Fig. 1: run 1, cell outlines without signal wires
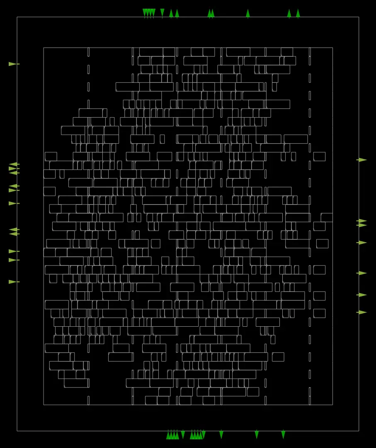
Fig. 2: run 1, zoomed window
Bar = 20 um. Window x 2 to 52, y 7 to 57 um. Cells in grey, sequential cells in the stronger grey; small squares are vias.
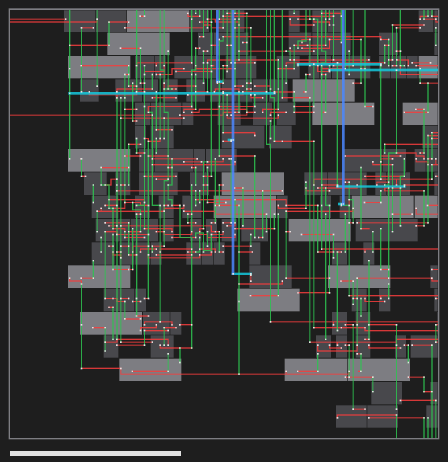
Fig. 3: run 1, sequential cells coloured by netlist name
Other sequential cells in the stronger grey, the rest of the logic in the fainter grey.
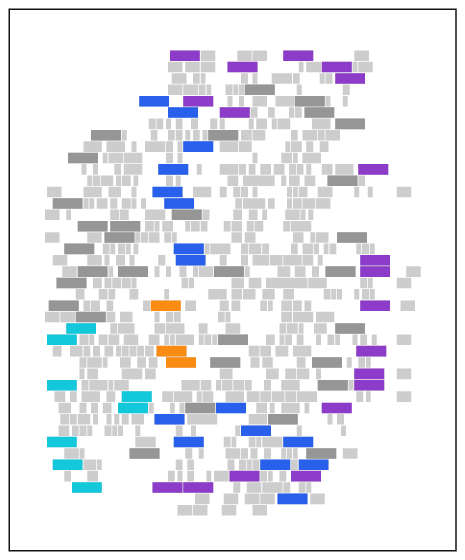
Fig. 4: run 1, cell classes on the final placement
Fill, decap, tap and diode cells in grey.
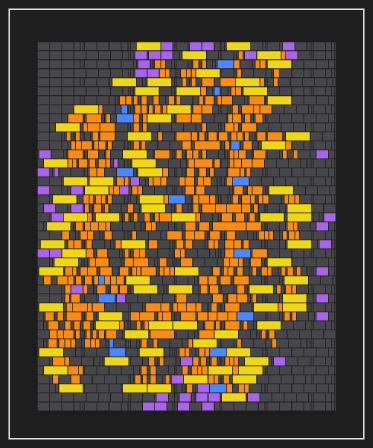
===== src/rtl/ad_mean_acquire.sv =====
// Drives a parallel ADC through 2^AVG_LOG2 conversions and publishes their signed sum.
// A busy line that never completes a conversion aborts the run with a one-cycle error pulse.
module ad_mean_acquire #(
    parameter int AD_WIDTH      = 16,
    parameter int AVG_LOG2      = 3,
    parameter int CONVST_CYCLES = 4,
    parameter int RD_CYCLES     = 3,
    parameter int BUSY_TIMEOUT  = 255
) (
    input  logic                         clk,
    input  logic                         rst,
    input  logic                         sta,
    input  logic                         ad_busy,
    input  logic [AD_WIDTH-1:0]          ad_data,
    output logic                         ad_convst,
    output logic                         ad_cs_n,
    output logic                         ad_rd_n,
    output logic [AD_WIDTH+AVG_LOG2-1:0] ad_mean,
    output logic                         done_sig,
    output logic                         err_sig
);

    localparam int ACC_W  = AD_WIDTH + AVG_LOG2;
    localparam int PH_MAX = (CONVST_CYCLES > RD_CYCLES) ? CONVST_CYCLES : RD_CYCLES;
    localparam int PH_W   = $clog2(PH_MAX + 1);
    localparam int TO_W   = $clog2(BUSY_TIMEOUT + 1);

    localparam logic [PH_W-1:0]     CONVST_LAST = PH_W'(CONVST_CYCLES - 1);
    localparam logic [PH_W-1:0]     RD_LAST     = PH_W'(RD_CYCLES - 1);
    localparam logic [TO_W-1:0]     TO_LAST     = TO_W'(BUSY_TIMEOUT - 1);
    localparam logic [AVG_LOG2-1:0] SMP_LAST    = {AVG_LOG2{1'b1}};

    typedef enum logic [2:0] {
        IDLE    = 3'd0,
        CONVST  = 3'd1,
        WAIT_HI = 3'd2,
        WAIT_LO = 3'd3,
        READ    = 3'd4,
        ACC     = 3'd5,
        DONE    = 3'd6
    } state_t;

    state_t              state_r, state_s;
    logic                busy_meta_r, busy_sync_r;
    logic [PH_W-1:0]     phase_r, phase_s;
    logic [TO_W-1:0]     to_cnt_r, to_cnt_s;
    logic [AVG_LOG2-1:0] smp_cnt_r, smp_cnt_s;
    logic [ACC_W-1:0]    acc_r, acc_s;
    logic [AD_WIDTH-1:0] sample_r, sample_s;
    logic [ACC_W-1:0]    mean_r, mean_s;
    logic                done_r, done_s;
    logic                err_r, err_s;
    logic                convst_r, cs_n_r, rd_n_r;

    function automatic logic [ACC_W-1:0] sign_extend(input logic [AD_WIDTH-1:0] v);
        return {{AVG_LOG2{v[AD_WIDTH-1]}}, v};
    endfunction

    // Two-flop synchronizer for the asynchronous ADC busy line
    always_ff @(posedge clk) begin
        if (rst) begin
            busy_meta_r <= 1'b0;
            busy_sync_r <= 1'b0;
        end else begin
            busy_meta_r <= ad_busy;
            busy_sync_r <= busy_meta_r;
        end
    end

    // Next-state and datapath decode for the acquisition sequence
    always_comb begin
        state_s   = state_r;
        phase_s   = phase_r;
        to_cnt_s  = to_cnt_r;
        smp_cnt_s = smp_cnt_r;
        acc_s     = acc_r;
        sample_s  = sample_r;
        mean_s    = mean_r;
        done_s    = 1'b0;
        err_s     = 1'b0;
        case (state_r)
            IDLE: begin
                if (sta) begin
                    acc_s     = '0;
                    smp_cnt_s = '0;
                    phase_s   = '0;
                    state_s   = CONVST;
                end else begin
                    state_s = IDLE;
                end
            end
            CONVST: begin
                if (phase_r == CONVST_LAST) begin
                    phase_s  = '0;
                    to_cnt_s = '0;
                    state_s  = WAIT_HI;
                end else begin
                    phase_s = phase_r + PH_W'(1);
                end
            end
            WAIT_HI: begin
                // Timeout wins over any busy edge seen in the same cycle
                if (to_cnt_r == TO_LAST) begin
                    err_s   = 1'b1;
                    state_s = IDLE;
                end else if (busy_sync_r) begin
                    to_cnt_s = to_cnt_r + TO_W'(1);
                    state_s  = WAIT_LO;
                end else begin
                    to_cnt_s = to_cnt_r + TO_W'(1);
                end
            end
            WAIT_LO: begin
                if (to_cnt_r == TO_LAST) begin
                    err_s   = 1'b1;
                    state_s = IDLE;
                end else if (!busy_sync_r) begin
                    to_cnt_s = '0;
                    phase_s  = '0;
                    state_s  = READ;
                end else begin
                    to_cnt_s = to_cnt_r + TO_W'(1);
                end
            end
            READ: begin
                if (phase_r == RD_LAST) begin
                    sample_s = ad_data;
                    phase_s  = '0;
                    state_s  = ACC;
                end else begin
                    phase_s = phase_r + PH_W'(1);
                end
            end
            ACC: begin
                acc_s = acc_r + sign_extend(sample_r);
                if (smp_cnt_r == SMP_LAST) begin
                    state_s = DONE;
                end else begin
                    smp_cnt_s = smp_cnt_r + AVG_LOG2'(1);
                    phase_s   = '0;
                    state_s   = CONVST;
                end
            end
            DONE: begin
                mean_s  = acc_r;
                done_s  = 1'b1;
                state_s = IDLE;
            end
            default: begin
                state_s = IDLE;
            end
        endcase
    end

    // State, datapath and ADC pin registers; pins follow the state being entered
    always_ff @(posedge clk) begin
        if (rst) begin
            state_r   <= IDLE;
            phase_r   <= '0;
            to_cnt_r  <= '0;
            smp_cnt_r <= '0;
            acc_r     <= '0;
            sample_r  <= '0;
            mean_r    <= '0;
            done_r    <= 1'b0;
            err_r     <= 1'b0;
            convst_r  <= 1'b1;
            cs_n_r    <= 1'b1;
            rd_n_r    <= 1'b1;
        end else begin
            state_r   <= state_s;
            phase_r   <= phase_s;
            to_cnt_r  <= to_cnt_s;
            smp_cnt_r <= smp_cnt_s;
            acc_r     <= acc_s;
            sample_r  <= sample_s;
            mean_r    <= mean_s;
            done_r    <= done_s;
            err_r     <= err_s;
            convst_r  <= (state_s != CONVST);
            cs_n_r    <= (state_s != READ);
            rd_n_r    <= (state_s != READ);
        end
    end

    assign ad_convst = convst_r;
    assign ad_cs_n   = cs_n_r;
    assign ad_rd_n   = rd_n_r;
    assign ad_mean   = mean_r;
    assign done_sig  = done_r;
    assign err_sig   = err_r;

endmodule


===== config.mk =====
export PLATFORM = sky130hd
export DESIGN_NAME = ad_mean_acquire
export DESIGN_NICKNAME = d
export VERILOG_FILES = /design/src/rtl/ad_mean_acquire.sv
export SDC_FILE = /design/constraint.sdc
export NUM_CORES = 1
export LEC_CHECK = 0
export CORE_ASPECT_RATIO = 1.25
export CORE_MARGIN = 8
export CORE_UTILIZATION = 40
export CTS_BUF_LIST = sky130_fd_sc_hd__clkbuf_8
export DETAILED_ROUTE_END_ITERATION = 8
export GPL_ROUTABILITY_DRIVEN = 1
export MAX_ROUTING_LAYER = met4
export PLACE_DENSITY = 0.67
export RECOVER_POWER = 100
export SKIP_LAST_GASP = 1
export SLEW_MARGIN = 10
export SYNTH_ARGS = -nofsm -noshare
export SYNTH_HDL_FRONTEND = slang
export SYNTH_SLANG_ARGS = --single-unit

===== constraint.sdc =====
create_clock -name clk -period 3.4 [get_ports clk]
set_input_delay 0.51 -clock clk [delete_from_list [all_inputs] [get_ports clk]]
set_output_delay 0.51 -clock clk [all_outputs]
set_load 0.01 [all_outputs]

==> ds_physical_params.txt, run 1 <==
Implementation parameters

Parameter                              Value

Outcome
  Outcome .................. finished clean

Power and ir drop
  Gate power share .................. 4.2%
  P_sw .................. 0.000381 W
  Maximum vdd ir drop .................. 0.189 mV
  Power density over the cells .................. 339 nW/um2

Layout
  Top cells excl fill/tap .................. sky130_fd_sc_hd__nand2_1 (84), sky130_fd_sc_hd__dfxtp_1 (77), sky130_fd_sc_hd__a21oi_1 (64)
  Final-stage net count .................. 585
  Commonest Layout Cell .................. sky130_fd_sc_hd__nand2_1

Synthesis
  Synth top cell by count .................. sky130_fd_sc_hd__nand2_1
  Mux contribution to synthesized area .................. 1.49%
  Number of flops mapped to enable cells by yosys .................. 0

Final timing
  Maximum clock frequency .................. 413 MHz
  Post-route worst hold slack .................. 446 ps
  Number of pins exceeding their max-slew limit in the final report .................. 0

Placement
  Final HPWL DP .................. 7230 um

Clock tree
  Clock transition time at the flip-flop clock pins of the worst setup and hold paths .................. 80 ps
  Buffers inserted by post-CTS timing repair .................. 0
  Count of hold-fix buffers inserted at cts .................. 0

Hold path
  Hold worst-path end .................. busy_sync_r

Routing
  Count of nets left with antenna violations after detail routing .................. 0
  First-pass iteration count of the detailed router .................. 4

Worst setup path
  Startpoint of the worst register-to-register path .................. acc_r[0]
  Most repeated library cell on the critical path .................. sky130_fd_sc_hd__a21oi_1

Run
  Number of maximum-capacitance constraint violations .................. 0
Back to the opening pictures, Fig. 1:
total core area: 10100 um2
end-of-flow core utilization: 47.5%
fraction of area in registers: 32.3%
tap cell instance count: 129
row count: 41

Back to the opening pictures, Fig. 2:
Key: met4 = blue; met1 = red; met3 = cyan; met2 = green
126 logic cells have their middle in the window. Most frequent: dfxtp_1 (18), nand2_1 (16), a21oi_1 (14). Netlist names of flops here include to_cnt_r (8), acc_r (3), ad_mean (2). Sequential cells in the window: 18.

Back to the opening pictures, Fig. 3:
Key: smp_cnt_r = orange [placed flops 3]; sample_r = blue [placed flops 16]; to_cnt_r = cyan [placed flops 8, where lower left]; ad_mean = purple [placed flops 19]
Sequential Power: 0.000910 W
flip-flop and latch area: 1540 um2

Back to the opening pictures, Fig. 4:
Key: clock drivers and dummy loads = blue [cells 16, share of their area 3.9%]; all other logic = orange [cells 402, share of their area 53%]; other buffers and delay cells = purple [cells 47, share of their area 9.8%]; flip-flops = yellow [cells 77, share of their area 33%]
area of all placed cells without fillers: 4770 um2

==> run 1: area by class of cell <==
class / instances / area [um2] / area share, %
Clock buffer: 11 / 151 / 3.17
Clock inverter: 5 / 26.3 / 0.551
Inverter: 11 / 41.3 / 0.865
Multi-Input combinational cell: 391 / 2400 / 50.3
Sequential cell: 77 / 1540 / 32.3
Tap cell: 129 / 161 / 3.38
Timing Repair Buffer: 47 / 450 / 9.44
==> run 1: per-stage QoR <==
step / util (%) / worst slack [ps] / total power (W) / cell area [um2] / instances
3_5_place_dp: 45.7 / 990 / 0.00100 / 4600 / 655
5_1_grt: 47.5 / 764 / 0.00169 / 4770 / 671
3_3_place_gp: 45.7 / 991 / 0.00100 / 4600 / 655
4_1_cts: 47.5 / 1020 / 0.00164 / 4780 / 671
6_report: 47.5 / 976 / 0.00162 / 4770 / 671
2_1_floorplan: - / 1290 / 0.000967 / 4110 / 506
==> run 1: metal layers <==
metal	share of wire, %	GRT usage, %	up-vias
met5	0	-	-
met2	51	25.8	65
met3	3.7	2.33	18
li1	-	-	1857
met4	2.7	9.79	0
met1	42	17.0	1642
==> run 1: registers in the layout, indices dropped and copies added, names as in the netlist <==
signal and count:
phase_r 3, ad_rd_n 1, state_r 3, ad_convst 1
acc_r 19, ad_mean 19, busy_sync_r 1, to_cnt_r 8
err_sig 1, smp_cnt_r 3, sample_r 16, done_sig 1
busy_meta_r 1
==> run 1: critical path, delay by kind of cell <==
| kind | cells | cell delay (ps) |
|---|---|---|
| buffers and inverters | 1 | 570 |
| and+or+nand+nor | 4 | 1380 |
| AOI/OAI and AO/OA | 2 | 280 |
==> run 1: power by group through the flow <==
stage          Clock [W]  Combinational, W  Sequential (W)
6_report        0.000638         0.0000673        0.000910
5_1_grt         0.000700         0.0000746        0.000912
4_1_cts         0.000658         0.0000697        0.000910
3_5_place_dp           0         0.0000690        0.000932
3_3_place_gp           0         0.0000690        0.000932
2_1_floorplan          0         0.0000376        0.000929
==> run 1: worst max-delay path by stage <==
stage | startpoint | to | slack, ps
2_1_floorplan | acc_r[0] | acc_r[12] | 1290
3_3_place_gp | sta | acc_r[13] | 990
3_5_place_dp | sta | acc_r[13] | 990
4_1_cts | acc_r[0] | acc_r[18] | 1020
5_1_grt | phase_r[1] | sample_r[7] | 760
6_report | sta | acc_r[13] | 980
==> run 1: kinds of logic (layout without fill, tap and decap cells) <==
logic type | Yosys count | count (layout)
buffers and inverters | 38 | 74
adders and majority gates | 28 | 28
DFF | 77 | 77
and+or+nand+nor | 208 | 208
xor gates and xnor gates | 12 | 12
AOI/OAI and AO/OA | 137 | 137
muxes | 6 | 6
--- run 2 (diff from run 1) ---
==> constraint.sdc (replaced) <==
create_clock -name clk -period 2.5 [get_ports clk]
set_input_delay 0.375 -clock clk [delete_from_list [all_inputs] [get_ports clk]]
set_output_delay 0.375 -clock clk [all_outputs]
set_load 0.01 [all_outputs]
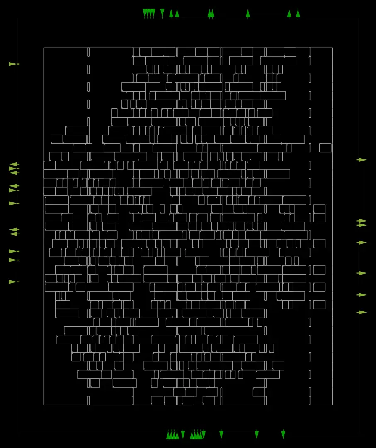
Fig. 5. Cell outlines without signal wires (run 2).
Layout fillers: 983
fraction of area in registers: 32.1%
final sequential cell count: 77

==> run 2 against run 1 <==
Total power is 37% higher. Sequential share of layout area fell by 0.22 points. Synthesized cell count did not move. Clock power increased by 39%. Design area rose by 0.68%. Global-route usage is essentially flat. Final cell count increased by 0.30%. Critical path type is now register to register. Largest power group unchanged. Highest routed layer unchanged.
==> ds_physical_params.txt, run 2 <==
Implementation parameters

Parameter                              Value

Outcome
  Outcome .................. finished clean

Final timing
  Maximum clock frequency .................. 436 MHz
  Number of pins exceeding their max-slew limit in the final report .................. 0 (unchanged)
  Least setup slack across all paths after layout .................. 205 ps (-771 ps)

Synthesis
  Synth top cell by count .................. sky130_fd_sc_hd__nand2_1
  Number of flops mapped to enable cells by yosys .................. 0 (unchanged)

Clock tree
  Count of hold-fix buffers inserted at cts .................. 0 (unchanged)

Layout
  End-of-flow core utilization .................. 47.8% (+0.32 points)
  Top cells excl fill/tap .................. sky130_fd_sc_hd__nand2_1 (84), sky130_fd_sc_hd__dfxtp_1 (77), sky130_fd_sc_hd__a21oi_1 (64)
  Flip-flop and latch area .................. 1540 um2 (unchanged)
  Commonest Layout Cell .................. sky130_fd_sc_hd__nand2_1
  Logic area .................. 2400 um2 (+0.21%)

Power and ir drop
  Power density over the cells .................. 462 nW/um2 (+36%)
  Maximum vdd ir drop .................. 0.221 mV (+17%)

Die
  Total core area .................. 10100 um2 (unchanged)
  Row count .................. 41 (unchanged)

Placement
  Final HPWL DP .................. 7370 um (+1.9%)
  Worst-case setup slack after placement .................. 156 ps (-834 ps)

Routing
  Count of nets left with antenna violations after detail routing .................. 0 (unchanged)
  First-pass iteration count of the detailed router .................. 4 (unchanged)

Run
  Number of maximum-capacitance constraint violations .................. 0 (unchanged)

Worst setup path
  Cell family with most CP delay .................. AND-OR/OR-AND gates
  Buffers and inverters on the worst path .................. 0 (-1)
-- run 2: cell counts after synthesis --
Identical to the previous run, type by type.
-- run 2: path summary, 6_finish.rpt --
path | start | end | cells past startpoint
worst max-delay path | acc_r[0] | acc_r[16] | 8
worst min-delay path | rst | state_r[1] | 4
worst max register to register | acc_r[0] | acc_r[16] | 8
worst min register to register | busy_meta_r | busy_sync_r | 1
-- run 2: kinds of logic after synthesis --
logic type | synth area share (%)
and+or+nand+nor | 23.8
AOI/OAI and AO/OA | 21.9
DFF | 37.5
buffers and inverters | 3.99
adders and majority gates | 8.72
xor gates and xnor gates | 2.56
muxes | 1.49
-- run 2: what timing repair did --
action                     CTS  global route
buffers inserted             0             0
hold endpoints to repair     0             0
setup endpoints to repair    0             3
resized                      0             1
-- run 2: area by class of cell --
cell class | instances | share of cell area [%]
Sequential cell | 77 | 32.1
Clock inverter | 4 | 0.885
Multi-Input combinational cell | 391 | 50.1
Clock buffer | 10 | 2.86
Inverter | 11 | 0.859
Timing Repair Buffer | 51 | 9.90
Tap cell | 129 | 3.36
-- run 2: layer usage --
layer / global-route usage (%) / routed length (um) / up-vias / part of all wire (%)
li1: - / - / 1863 / -
met1: 16.9 / 4350 / 1666 / 44
met2: 26.1 / 5000 / 57 / 50
met3: 3.43 / 405 / 14 / 4.1
met4: 7.47 / 187 / 0 / 1.9
met5: - / 0 / - / 0
-- run 2: worst reg2reg max path, stage by stage (launching register included) --
cell and delay, ps:
sky130_fd_sc_hd__dfxtp_1 330, sky130_fd_sc_hd__ha_1 230, sky130_fd_sc_hd__fa_1 420, sky130_fd_sc_hd__a21o_1 220
sky130_fd_sc_hd__a22oi_2 280, sky130_fd_sc_hd__a21oi_1 160, sky130_fd_sc_hd__o21bai_1 200, sky130_fd_sc_hd__nand3_1 90
sky130_fd_sc_hd__a32o_1 240
-- run 2: report_power, final --
part	total, W	switching (W)	leakage (nW)	internal (W)
Combinational	0.0000930	0.0000500	1.22	0.0000430
Sequential	0.00124	0.00000743	0.621	0.00123
Clock	0.000888	0.000419	0.101	0.000469
Total	0.00222	0.000476	1.94	0.00174
-- run 2: through the flow --
stage          hold WS (ps)  std cells  instance area (um2)  power, W
4_1_cts                 406        673                 4810   0.00226
5_1_grt                 449        673                 4800   0.00232
3_3_place_gp            419        659                 4630   0.00136
2_1_floorplan           414        506                 4110   0.00131
3_5_place_dp            431        659                 4630   0.00136
6_report                421        673                 4800   0.00222
--- run 3 (diff from run 2) ---
--- a/config.mk
+++ b/config.mk
@@ -7,12 +7,12 @@
 export LEC_CHECK = 0
 export CORE_ASPECT_RATIO = 1.25
 export CORE_MARGIN = 8
-export CORE_UTILIZATION = 40
+export CORE_UTILIZATION = 46
 export CTS_BUF_LIST = sky130_fd_sc_hd__clkbuf_8
 export DETAILED_ROUTE_END_ITERATION = 8
 export GPL_ROUTABILITY_DRIVEN = 1
 export MAX_ROUTING_LAYER = met4
-export PLACE_DENSITY = 0.67
+export PLACE_DENSITY = 0.74
 export RECOVER_POWER = 100
 export SKIP_LAST_GASP = 1
 export SLEW_MARGIN = 10
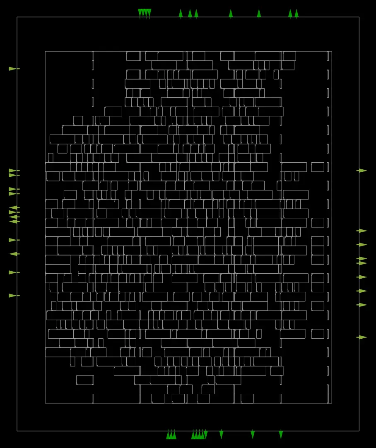
Fig. 6. Cell outlines without signal wires (run 3).
row count: 38
Layout fillers: 806
tap cell instance count: 120
final non-filler cell total: 667

==> run 3 against run 2 <==
Total power fell by 0.22%. Die size fell by 11%. Via count rose by 4.6%. Core utilization rose by 7.3 points. Largest cell class unchanged.
==> ds_physical_params.txt, run 3 <==
Implementation parameters

Parameter                              Value

Outcome
  Outcome .................. finished clean

Synthesis
  Synth top cell by count .................. sky130_fd_sc_hd__nand2_1
  YS warnings .................. 0
  Number of flops mapped to enable cells by yosys .................. 0 (unchanged)
  Synth area leader .................. sky130_fd_sc_hd__dfxtp_1

Placement
  Final HPWL DP .................. 7160 um (-2.9%)
  Dpl cells .................. 651 (-1.2%)
  Worst-case setup slack after placement .................. 120 ps (-36.4 ps)

Final timing
  Number of pins exceeding their max-slew limit in the final report .................. 0 (unchanged)
  Least setup slack across all paths after layout .................. 122 ps (-83.7 ps)
  Maximum clock frequency .................. 420 MHz (-3.5%)
  Post-route worst hold slack .................. 448 ps (+26.7 ps)
  Unrepaired setup endpoints after global routing .................. no

Worst setup path
  Reg2reg path depth .................. 7 (-1)
  Reg2Reg Capture Point .................. acc_r[18]
  Master of the slowest instance on the critical path .................. sky130_fd_sc_hd__dfxtp_1
  Startpoint of the worst register-to-register path .................. sample_r[15]
  CP Max Fanout .................. 7

Run
  Number of maximum-capacitance constraint violations .................. 0 (unchanged)

Routing
  Count of nets left with antenna violations after detail routing .................. 0 (unchanged)
  First-pass iteration count of the detailed router .................. 4 (unchanged)

Hold path
  Min-delay src .................. busy_meta_r
  Hold Path Stages .................. 1 (-3)

Power and ir drop
  Maximum vdd ir drop .................. 0.265 mV (+20%)
  Power density over the cells .................. 462 nW/um2 (about the same)

Layout
  Top cells excl fill/tap .................. sky130_fd_sc_hd__nand2_1 (84), sky130_fd_sc_hd__dfxtp_1 (77), sky130_fd_sc_hd__a21oi_1 (65)
  Commonest Layout Cell .................. sky130_fd_sc_hd__nand2_1
  End-of-flow core utilization .................. 55.1% (+7.3 points)

Die
  Total core area .................. 8700 um2 (-13%)
run 3: logic make-up (layout without fill, tap and decap cells):
logic type | count (synthesis) | in the layout | synth area share [%]
AND-OR/OR-AND | 137 | 137 | 21.9
XOR/XNOR | 12 | 12 | 2.56
adder cells (fa/ha/maj) | 28 | 28 | 8.72
buffers and inverters | 38 | 79 | 3.99
flip-flops | 77 | 77 | 37.5
multiplexers | 6 | 6 | 1.49
AND/OR/NAND/NOR | 208 | 208 | 23.8
run 3: repair_timing:
action	in CTS	in global routing
hold buffers	0	0
endpoints found under the setup margin	0	3
gates resized	0	1
buffers inserted	0	0
run 3: how the worst max path moves through the flow:
stage / start / cells after the start / end / slack, ps
2_1_floorplan: acc_r[0] / 8 / acc_r[12] / 390
3_3_place_gp: acc_r[0] / 8 / acc_r[12] / 180
3_5_place_dp: acc_r[0] / 8 / acc_r[18] / 120
4_1_cts: acc_r[0] / 8 / acc_r[18] / 70
5_1_grt: acc_r[0] / 8 / acc_r[18] / 50
6_report: sample_r[15] / 7 / acc_r[18] / 120
run 3: metrics by stage:
step	total power (W)	cell area [um2]
2_1_floorplan	0.00131	4110
3_3_place_gp	0.00136	4630
3_5_place_dp	0.00136	4630
4_1_cts	0.00224	4810
5_1_grt	0.00230	4790
6_report	0.00221	4790
run 3: per-layer routing:
metal / track usage [%] / routed length, um / vias to the layer above
li1: - / - / 1868
met1: 18.7 / 4130 / 1762
met2: 29.6 / 4980 / 114
met3: 3.37 / 485 / 20
met4: 8.06 / 225 / 0
met5: - / 0 / -
run 3: cell type report:
class | count | area [um2]
fillers | 806 | 3910
multi-input cells | 391 | 2390
flip-flops and latches | 77 | 1540
repair buffers | 52 | 484
clock buffers | 11 | 151
well taps | 120 | 150
inverters | 11 | 41.3
clock inverters | 5 | 33.8
run 3: worst max-delay path, delay by kind of cell, from the launching register on:
kind / cells / cell delay [ps]
muxes: 1 / 260
adders and majority gates: 1 / 350
AOI/OAI and AO/OA: 5 / 1150
DFF: 1 / 510
run 3: power breakdown:
part / total [W] / switching, W / internal (W)
Clock: 0.000884 / 0.000470 / 0.000414
Combinational: 0.0000925 / 0.0000490 / 0.0000435
Sequential: 0.00124 / 0.00000730 / 0.00123
Total: 0.00221 / 0.000526 / 0.00169
Power is estimated from default activity; no workload was simulated.
